--- src/rtl/ysyx_2022040010_div_issue.sv ---
// EX-stage issue logic for the multicycle divider: operand prep, local x/0 and overflow
// resolution, start/annul/ready handshake with a BUSY watchdog, one-cycle result return.
module ysyx_2022040010_div_issue #(
  parameter int unsigned MAX_CYCLES = 80
) (
  input  logic        clk,
  input  logic        rst,
  input  logic        ex_req_i,
  input  logic        ex_signed_i,
  input  logic        ex_word_i,
  input  logic        ex_rem_i,
  input  logic [63:0] ex_op1_i,
  input  logic [63:0] ex_op2_i,
  input  logic        flush_i,
  output logic        stall_o,
  output logic        res_valid_o,
  output logic [63:0] res_o,
  output logic        err_o,
  output logic        div_start_o,
  output logic        div_annul_o,
  output logic        div_signed_o,
  output logic        div_32_o,
  output logic [63:0] div_op1_o,
  output logic [63:0] div_op2_o,
  output logic [1:0]  div_res_sel_o,
  input  logic        div_ready_i,
  input  logic [63:0] div_res_i
);

  localparam int unsigned XLEN = 64;
  localparam int unsigned CW   = $clog2(MAX_CYCLES + 1);
  localparam logic [CW-1:0] CNT_LAST = CW'(MAX_CYCLES - 1);
  localparam logic [XLEN-1:0] MIN_D = {1'b1, 63'b0};
  localparam logic [XLEN-1:0] MIN_W = {{33{1'b1}}, 31'b0};

  typedef enum logic [2:0] {IDLE, BUSY, ABORT, DONE, FAST} state_t;

  state_t state, state_n;

  logic [XLEN-1:0] op1_p, op2_p, op1_sx, fast_res;
  logic            is_zero, is_ovf, special;
  logic            latch_ops, latch_fast, latch_div, wdog_abort;
  logic [CW-1:0]   cnt;

  // Operand preparation and special-case result, purely from the EX inputs
  always_comb begin
    op1_sx = {{32{ex_op1_i[31]}}, ex_op1_i[31:0]};
    op1_p  = ex_op1_i;
    op2_p  = ex_op2_i;
    if (ex_word_i) begin
      if (ex_signed_i) begin
        op1_p = op1_sx;
        op2_p = {{32{ex_op2_i[31]}}, ex_op2_i[31:0]};
      end else begin
        op1_p = {32'b0, ex_op1_i[31:0]};
        op2_p = {32'b0, ex_op2_i[31:0]};
      end
    end
    is_zero  = (op2_p == '0);
    is_ovf   = ex_signed_i && (op2_p == '1) && (op1_p == (ex_word_i ? MIN_W : MIN_D));
    special  = is_zero || is_ovf;
    fast_res = '0;
    if (is_zero) begin
      if (ex_rem_i) fast_res = ex_word_i ? op1_sx : op1_p;
      else          fast_res = '1;
    end else if (!ex_rem_i) begin
      fast_res = op1_p;
    end
  end

  always_ff @(posedge clk or negedge rst) begin
    if (!rst) state <= IDLE;
    else      state <= state_n;
  end

  // Next state and handshake outputs
  always_comb begin
    state_n     = state;
    stall_o     = 1'b0;
    res_valid_o = 1'b0;
    div_start_o = 1'b0;
    div_annul_o = 1'b0;
    latch_ops   = 1'b0;
    latch_fast  = 1'b0;
    latch_div   = 1'b0;
    wdog_abort  = 1'b0;
    case (state)
      IDLE: begin
        if (ex_req_i && !flush_i) begin
          stall_o = 1'b1;
          if (special) begin
            latch_fast = 1'b1;
            state_n    = FAST;
          end else begin
            latch_ops = 1'b1;
            state_n   = BUSY;
          end
        end
      end
      BUSY: begin
        div_start_o = 1'b1;
        stall_o     = 1'b1;
        if (flush_i) begin
          state_n = ABORT;
        end else if (div_ready_i) begin
          latch_div = 1'b1;
          state_n   = DONE;
        end else if (cnt == CNT_LAST) begin
          wdog_abort = 1'b1;
          state_n    = ABORT;
        end
      end
      ABORT: begin
        div_annul_o = 1'b1;
        state_n     = IDLE;
      end
      DONE, FAST: begin
        res_valid_o = !flush_i;
        state_n     = IDLE;
      end
      default: state_n = IDLE;
    endcase
  end

  // Datapath registers: divider operands, select, result, watchdog
  always_ff @(posedge clk or negedge rst) begin
    if (!rst) begin
      cnt           <= '0;
      err_o         <= 1'b0;
      res_o         <= '0;
      div_signed_o  <= 1'b0;
      div_32_o      <= 1'b0;
      div_op1_o     <= '0;
      div_op2_o     <= '0;
      div_res_sel_o <= 2'b00;
    end else begin
      err_o <= wdog_abort;
      if (latch_ops)           cnt <= '0;
      else if (state == BUSY)  cnt <= cnt + CW'(1);
      if (latch_fast)          res_o <= fast_res;
      else if (latch_div)      res_o <= div_res_i;
      if (latch_ops) begin
        div_signed_o  <= ex_signed_i;
        div_32_o      <= ex_word_i;
        div_op1_o     <= op1_p;
        div_op2_o     <= op2_p;
        div_res_sel_o <= ex_rem_i ? 2'b01 : 2'b10;
      end else if (state_n != BUSY) begin
        div_res_sel_o <= 2'b00;
      end
    end
  end

endmodule

--- config.mk ---
export PLATFORM = sky130hd
export DESIGN_NAME = ysyx_2022040010_div_issue
export DESIGN_NICKNAME = d
export VERILOG_FILES = /design/src/rtl/ysyx_2022040010_div_issue.sv
export SDC_FILE = /design/constraint.sdc
export NUM_CORES = 1
export LEC_CHECK = 0
export ABC_CLOCK_PERIOD_IN_PS = 2700
export CORE_UTILIZATION = 44
export CTS_BUF_LIST = sky130_fd_sc_hd__clkbuf_8 sky130_fd_sc_hd__clkbuf_16
export DETAILED_ROUTE_END_ITERATION = 8
export MAX_ROUTING_LAYER = met4
export PLACE_DENSITY = 0.87
export SYNTH_ARGS = -nofsm -noshare
export SYNTH_HDL_FRONTEND = slang
export SYNTH_SLANG_ARGS = --single-unit
--- constraint.sdc ---
create_clock -name clk -period 2.7 [get_ports clk]
set_clock_uncertainty 0.15 [all_clocks]
set_input_delay 0.405 -clock clk [delete_from_list [all_inputs] [get_ports clk]]
set_output_delay 0.405 -clock clk [all_outputs]
set_load 0.005 [all_outputs]
==> results_slide.txt, run 1 <==
Physical Implementation Snapshot

Job
  – Max-cap violation count: 0
  – Tool warnings: 28

Logic synthesis
  – Syn nets: 1120
  – Number of cells produced by synthesis: a little over 900
  – Most frequent cell after synthesis: dfrtp_1
  – Top cells by area: dfrtp_1 (50%), mux2_4 (15%), o21ai_0 (3.4%)
  – Post-synth regs: 207
  – Yosys warning total: 0
  – Async SR Flop Fraction: 100.0%
  – Commonest cells post-synth: dfrtp_1 (207), mux2_4 (100), nand2_1 (73), o21ai_0 (69), inv_1 (65)
  – Synth Seq Share: 50.29%
  – Ys cells: 919
  – Commonest flop: dfrtp_1
  – Synth area leader: dfrtp_1
  – Count of cell types in the netlist: 47
  – Area leader share: 50.29%
  – Yosys Chip Area: 0.01030 sq mm
  – Mapped Area: between 0.01 and 0.015 sq mm
  – Number of enable flip-flop cells: 0

Final timing
  – Rel. slew slack: 50.78%
  – Worst-Margin Slew: 0.7384 ns
  – Setup WS post-layout: -0.006545 ns
  – Final Max Slew Viols: 0
  – Crit share post-route: 100.2%
  – Hold Vio Cnt, Final: 0
  – Final Setup Violations: 1

Cells and area
  – Reg area: ~0.0052 sq mm
  – Footprint of the multi-input gates: between 0.004 and 0.005 sq mm
  – Final net count: ~1700
  – Layout area overhead: 64.27%

Global routing
  – Vias in the first global route: 10360
  – First-pass GRT wire length: 58550 um
  – Initial antenna violation count: 2

Critical path
  – WP data arrival: roughly 3 ns
  – Critical path class: in -> reg
  – CP endpoint kind: flop
  – Startpoint Class: input pin
  – CP startpoint: ex_op2_i[13]

Die
  – Die area: roughly 0.024 sq mm
  – Die height: 155.0 um

CTS
  – Root buf cell: clkbuf_16
  – Skew-Pair Late Insertion Delay: 0.50 ns
  – H-tree depth: 1
  – CTS Buf Count: 23
  – Clock buffer depth: 3

Drt
  – Number of detailed-route iterations in the first pass: 6
  – Antenna-violating nets left: 0
  – Routed len/inst: ~23 um
  – Post-route DRC: 0

Pwr
  – Switching share of power: around 28%
  – Sequential share of power: a little under two fifths
  – Int Pwr: 0.009478 W
  – Clk pwr share: between 20% and 30%
  – Power Density: between 700 and 800 mW/mm^2
  – Leakage: 7.769 nW
  – Power, Total: 0.01325 W
  – Switching power: 0.003770 W
  – Comb pwr: between 0.005 and 0.006 W
  – Power Sequential: 0.00492 W
  – Clock group: between 0.003 and 0.004 W

Placed design
  – Detailed placement HPWL: between 20000 and 30000 um
  – Routability Congestion: roughly 0.93

Outcome
  – Status: finished, violations left
  – Failing checks: negative setup slack

Worst hold path
  – Hold WC Path Type: in -> reg
  – Hold path start: ex_op2_i[5]
-- run 1: path summary, 6_finish.rpt --
check,end,slack [ns],depth (start not counted)
setup / recovery,res_o[63],-0.007,11
setup reg to reg,res_o[63],0.49,9
hold / removal,div_op2_o[5],0.03,2
min in group asynchronous,div_op2_o[52],0.38,2
hold reg to reg,div_res_sel_o[0],0.35,1
max in group asynchronous,div_op1_o[35],1.29,3
-- run 1: repair_timing --
item,CTS,global route
hold buffers,1,0
resized,104,150
setup buffers,9,1
pin swaps,31,42
endpoints found under the setup margin,204,196
endpoints found under the hold margin,73,0
gates cloned,4,1
-- run 1: state kept, by name, summed over array words and instances (netlist names) --
name	cells
state	3
cnt	7
div_op1_o	64
div_res_sel_o	2
res_o	64
div_signed_o	1
div_op2_o	64
div_32_o	1
err_o	1
-- run 1: logic make-up after synthesis --
| kind of cell | after synthesis | share of synthesized area, % |
|---|---|---|
| simple gates | 261 | 12.79 |
| flops | 207 | 50.29 |
| compound gates | 181 | 11.95 |
| mux | 134 | 18.24 |
| buf+inv | 129 | 6.097 |
| xor+xnor | 6 | 0.5102 |
| fa+ha+maj | 1 | 0.1214 |
-- run 1: metrics by stage --
| step | util (%) | std cells |
|---|---|---|
| detailed placement | 69.29 | 1729 |
| finish | 74.29 | 1784 |
| floorplan | - | 919 |
| CTS | 73.79 | 1781 |
| global placement | 69.29 | 1729 |
| global route | 74.29 | 1784 |
-- run 1: placed cells by master, fill, tap and decap left out, types with 16 or more instances in the layout --
cell type / synthesis / layout
nand2_1: 73 / 71
a31oi_1: 32 / 32
buf_12: 0 / 19
buf_4: 6 / 148
mux2_2: 29 / 29
o21ai_0: 69 / 68
mux2_4: 100 / 101
nor2_1: 49 / 46
nor4_2: 0 / 16
nor3_1: 34 / 32
clkbuf_2: 0 / 33
clkbuf_16: 0 / 24
nor2b_1: 32 / 32
dfrtp_1: 207 / 207
inv_1: 65 / 69
a211oi_2: 17 / 18
dlygate4sd2_1: 0 / 23
dlymetal6s2s_1: 0 / 35
clkdlybuf4s50_1: 0 / 296
a211oi_1: 43 / 42
-- run 1: layout make-up --
cell class / instances / share of cell area, %
diodes: 2 / 0.02958
clock buffers: 30 / 3.971
clock inverters: 9 / 0.5250
inverters: 65 / 1.442
multi-input cells: 583 / 28.33
flip-flops and latches: 207 / 30.61
well taps: 313 / 2.314
repair buffers: 575 / 32.78
-- run 1: per-layer routing --
layer | up-vias | track usage, % | part of all wire [%]
li1 | 4344 | - | -
met4 | 0 | 14.95 | 4.5
met5 | - | - | 0
met1 | 4956 | 37.83 | 38
met2 | 539 | 56.61 | 50
met3 | 116 | 6.184 | 7.5
-- run 1: worst max-delay path, stage by stage --
cell      delay [ns]
buf_4           0.10
nand4_1         0.15
or4_4           0.55
a2111o_1        0.42
a2111o_1        0.44
a21oi_4         0.23
buf_6           0.13
buf_12          0.16
buf_4           0.14
a211oi_1        0.04
a31oi_1         0.19
==> run_1/cell_classes.png <==
Scale: 2 px per um.
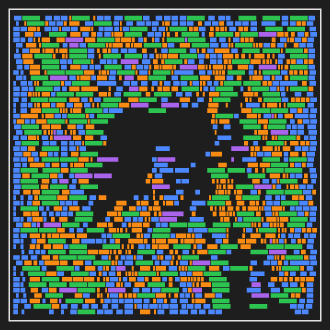
- purple: clock drivers and dummy loads (cells 39)
- green: flops (cells 207)
- blue: other buffers and delay cells (cells 575)
- orange: all other logic (cells 648)
num rows: 55
Final Cell Area: 0.01692 sq mm

==> run_1/met1.png <==
Scale: 3 px per um. Supply wires on this layer in grey. Cells faint in the background.
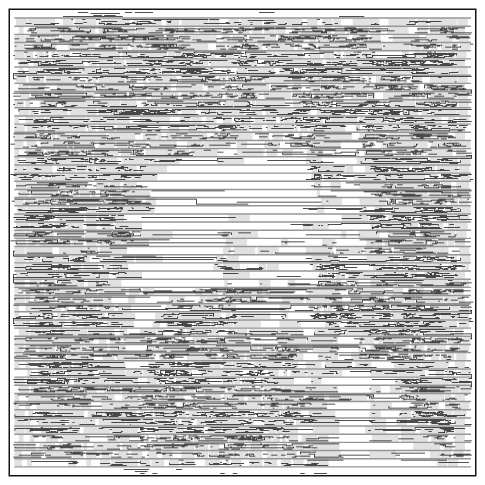
- longest straight run: 76.4 um
- nets with wire on the layer: 1472
- main direction: horizontal
Total Wirelength: 40320 um
met1 Track Usage GR: 37.83%
vias: 9955

==> run_1/final_placement.png <==
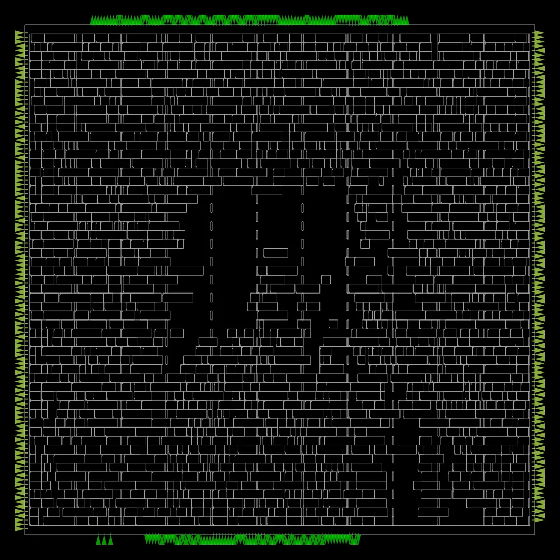
filler instances: 1454
# Taps: 313

==> run_1/port_nets.png <==
Scale: 2 px per um.
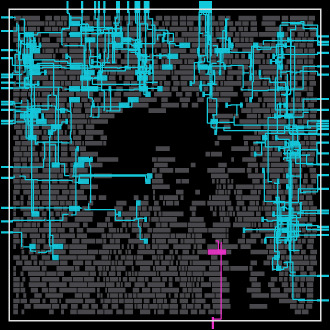
- magenta: `err_o` (bits 1; direction output; end cells 1; buffers 1; wire 53.7 um)
- cyan: `ex_op1_i` (bits 64; direction input; end cells 151; buffers 125; wire 4870 um)
# IOs: 401
IO buf count: 400

==> run 1 -> run 2 <==
--- a/config.mk
+++ b/config.mk
@@ -6,11 +6,13 @@
 export NUM_CORES = 1
 export LEC_CHECK = 0
 export ABC_CLOCK_PERIOD_IN_PS = 2700
+export CORE_ASPECT_RATIO = 1.5
+export CORE_MARGIN = 2
 export CORE_UTILIZATION = 44
 export CTS_BUF_LIST = sky130_fd_sc_hd__clkbuf_8 sky130_fd_sc_hd__clkbuf_16
 export DETAILED_ROUTE_END_ITERATION = 8
 export MAX_ROUTING_LAYER = met4
-export PLACE_DENSITY = 0.87
+export PLACE_DENSITY = 0.9
 export SYNTH_ARGS = -nofsm -noshare
 export SYNTH_HDL_FRONTEND = slang
 export SYNTH_SLANG_ARGS = --single-unit
==> run_2/density.png <==
Scale: 2 px per um. 13 x 19 tiles, from dark blue (low) to red (high), 0 to 100% covered.
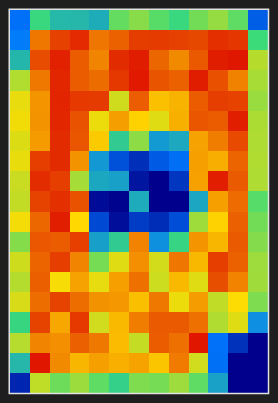
- emptiest ninth of the die: centre
- nearly empty tiles: 3.6%
- mean over tiles: 69%
- fullest tile: 98%
- tiles over 75% full: 54%
core area: 0.02297 sq mm
Core Util at FP: 44.84%

==> run 2 against run 1 <==
Effect of this change: the run still ends with negative setup slack left; cell count down 0.28%; utilization is 1.1 points higher; flip-flop count did not move; sequential power is essentially flat; cell area increased by 2.4%; critical path type unchanged; largest cell class unchanged; highest routed layer unchanged.
==> results_slide.txt, run 2 <==
Physical Implementation Snapshot

Die
  – Die area: 0.02468 sq mm (was 0.02403 sq mm)
  – Die height: 191.4 um (was 155.0 um)

Global routing
  – Initial antenna violation count: 2 (unchanged)
  – First-pass GRT wire length: 63330 um (was 58550 um)
  – Vias in the first global route: 11040 (was 10360)

Cells and area
  – Final Cell Area: 0.01732 sq mm (was 0.01692 sq mm)
  – Most common logic cell in the routed design: clkdlybuf4s50_1 (unchanged)
  – Biggest regs: div_op1_o (64), div_op2_o (64), res_o (64) (unchanged)
  – Final Non-Filler Cells: 1779 (was 1784)
  – Footprint of the multi-input gates: 0.004972 sq mm (was 0.004793 sq mm)
  – Final core occ: 75.41% (was 74.29%)
  – Top cells excl fill/tap: clkdlybuf4s50_1 (304), dfrtp_1 (207), buf_4 (169) (was clkdlybuf4s50_1 (296), dfrtp_1 (207), buf_4 (148))
  – Final net count: 1689 (was 1656)
  – Share of layout cells above drive strength 1: 31.40% (was 29.95%)
  – Layout area overhead: 68.17% (was 64.27%)

Critical path
  – Required @ worst endpoint: 2.93 ns (was 2.96 ns)
  – Startpoint Class: input pin (unchanged)
  – WP data arrival: 3.08 ns (was 2.97 ns)
  – Critical path class: in -> reg (unchanged)
  – CP endpoint kind: flop (unchanged)

Drt
  – Antenna-violating nets left: 0 (unchanged)
  – Total Wirelength: 43710 um (was 40320 um)
  – Routed len/inst: 24.57 um (was 22.60 um)
  – Wire length on met1: 15360 um (was 15350 um)
  – DR WL met3: 3071 um (was 3005 um)
  – Post-route DRC: 0 (unchanged)
  – Met2 Wirelength: 22170 um (was 20130 um)

Job
  – Tool warnings: 29 (was 28)
  – Max-cap violation count: 0 (unchanged)

Logic synthesis
  – Number of cells produced by synthesis: 919 (unchanged)
  – Yosys Chip Area: 0.01030 sq mm (unchanged)
  – Commonest cells post-synth: dfrtp_1 (207), mux2_4 (100), nand2_1 (73), o21ai_0 (69), inv_1 (65) (unchanged)
  – Async SR Flop Fraction: 100.0% (unchanged)
  – Most frequent cell after synthesis: dfrtp_1 (unchanged)
  – Top cells by area: dfrtp_1 (50%), mux2_4 (15%), o21ai_0 (3.4%) (unchanged)
  – Post-synth regs: 207 (unchanged)
  – Syn nets: 1120 (unchanged)
  – Mapped Area: 0.01030 sq mm (unchanged)
  – Commonest flop: dfrtp_1 (unchanged)
  – Synth Seq Share: 50.29% (unchanged)
  – Yosys warning total: 0 (unchanged)
  – Ys cells: 919 (unchanged)
  – Synth area leader: dfrtp_1 (unchanged)

Pwr
  – Power Density: 753.9 mW/mm^2 (was 782.9 mW/mm^2)
  – Leakage: 7.715 nW (was 7.769 nW)
  – Switching power: 0.003846 W (was 0.003770 W)
  – Clk pwr share: 21.5% (was 24.0%)
  – Sequential share of power: 37.8% (was 37.1%)
  – Int Pwr: 0.009214 W (was 0.009478 W)

Final timing
  – Final Max Slew Viols: 0 (unchanged)
  – Hold Vio Cnt, Final: 0 (unchanged)
  – RSZ-0062 raised after global routing: yes
  – Rel. slew slack: 60.49% (was 50.78%)
  – Setup WS post-layout: -0.1513 ns (was -0.006545 ns)
  – Final Setup Violations: 190 (was 1)
  – Worst-Margin Slew: 0.5927 ns (was 0.7384 ns)

Placed design
  – Routability Congestion: 0.9524 (was 0.9348)
  – Detailed placement HPWL: 29130 um (was 28040 um)
  – IO buf count: 400 (unchanged)
  – DP Cell Count: 1718 (was 1729)

CTS
  – H-tree depth: 1 (unchanged)
  – Clock buffer depth: 3 (unchanged)
  – Root buf cell: clkbuf_16 (unchanged)
  – CTS Buf Count: 21 (was 23)
  – Skew-Pair Late Insertion Delay: 0.49 ns (was 0.50 ns)

Worst hold path
  – Hold WC Path Type: in -> reg (unchanged)

Outcome
  – Status: finished, violations left (unchanged)
  – Failing checks: negative setup slack (unchanged)
==> run_2/met1.png <==
Scale: 2 px per um. Supply wires on this layer in grey. Cells faint in the background.
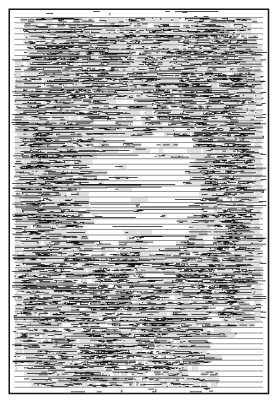
- longest straight run: 47.4 um
- nets with wire on the layer: 1488
met1 Track Usage GR: 38.52%
vias: 10270

==> run 2: kinds of logic after synthesis <==
logic type / count (synthesis) / share of synthesized area [%]
fa+ha+maj: 1 / 0.1214
flops: 207 / 50.29
buf+inv: 129 / 6.097
mux: 134 / 18.24
xor+xnor: 6 / 0.5102
compound gates: 181 / 11.95
simple gates: 261 / 12.79
==> run 2: worst paths after layout <==
kind                            cells past startpoint          start  slack, ns             to
max in group asynchronous                           3            rst       1.32      res_o[48]
worst max-delay path                               10   ex_op1_i[53]      -0.15  div_op1_o[37]
min in group asynchronous                           2            rst       0.35  div_op2_o[49]
worst max register to register                      8       state[2]       0.24      res_o[41]
worst min register to register                      1  div_op2_o[21]       0.36  div_op2_o[21]
worst min-delay path                                2   ex_op2_i[17]       0.08  div_op2_o[17]
==> run 2: per-layer routing <==
metal	track usage, %	vias up
li1	-	4417
met1	38.52	5050
met2	58.57	623
met3	5.514	184
met4	20.23	0
met5	-	-
==> run 2: area by class of cell <==
type / count / area share, %
multi-input cells: 583 / 28.70
flip-flops and latches: 207 / 29.90
well taps: 280 / 2.022
repair buffers: 610 / 34.28
clock buffers: 25 / 3.351
inverters: 65 / 1.408
clock inverters: 7 / 0.3034
diodes: 2 / 0.02889
==> run 2: critical path, stage by stage <==
cell and delay (ns):
clkdlybuf4s50_1 0.48, nor4_1 0.39, and4_4 0.29, a41oi_4 0.11
a2111o_1 0.45, buf_4 0.17, nand2_2 0.08, nor2_4 0.09
buf_12 0.20, mux2_4 0.35
==> run 2: power by group through the flow <==
stage | Clock (W) | Sequential, W | Combinational (W)
after floorplan | 0 | 0.00484 | 0.00184
after global placement | 0 | 0.00487 | 0.00495
final | 0.00281 | 0.00494 | 0.00531
after detailed placement | 0 | 0.00489 | 0.00512
after global routing | 0.00297 | 0.00503 | 0.00560
after CTS | 0.00284 | 0.00489 | 0.00515
==> run 2: stage by stage <==
step	power, W	setup WS [ns]
after floorplan	0.006681	-0.07217
after global placement	0.009816	-1.072
after detailed placement	0.01002	-1.129
after CTS	0.01288	0.0008544
after global routing	0.01360	-0.1935
final	0.01306	-0.1513
==> run 2: what timing repair did <==
action / CTS / global route
endpoints found under the setup margin: 205 / 195
hold buffers: 1 / 0
hold endpoints to repair: 63 / 0
buffers inserted: 10 / 6
pin swaps: 36 / 33
gates cloned: 9 / 5
resized: 176 / 84
No activity file was given, so power comes from the tool's default toggle rates.
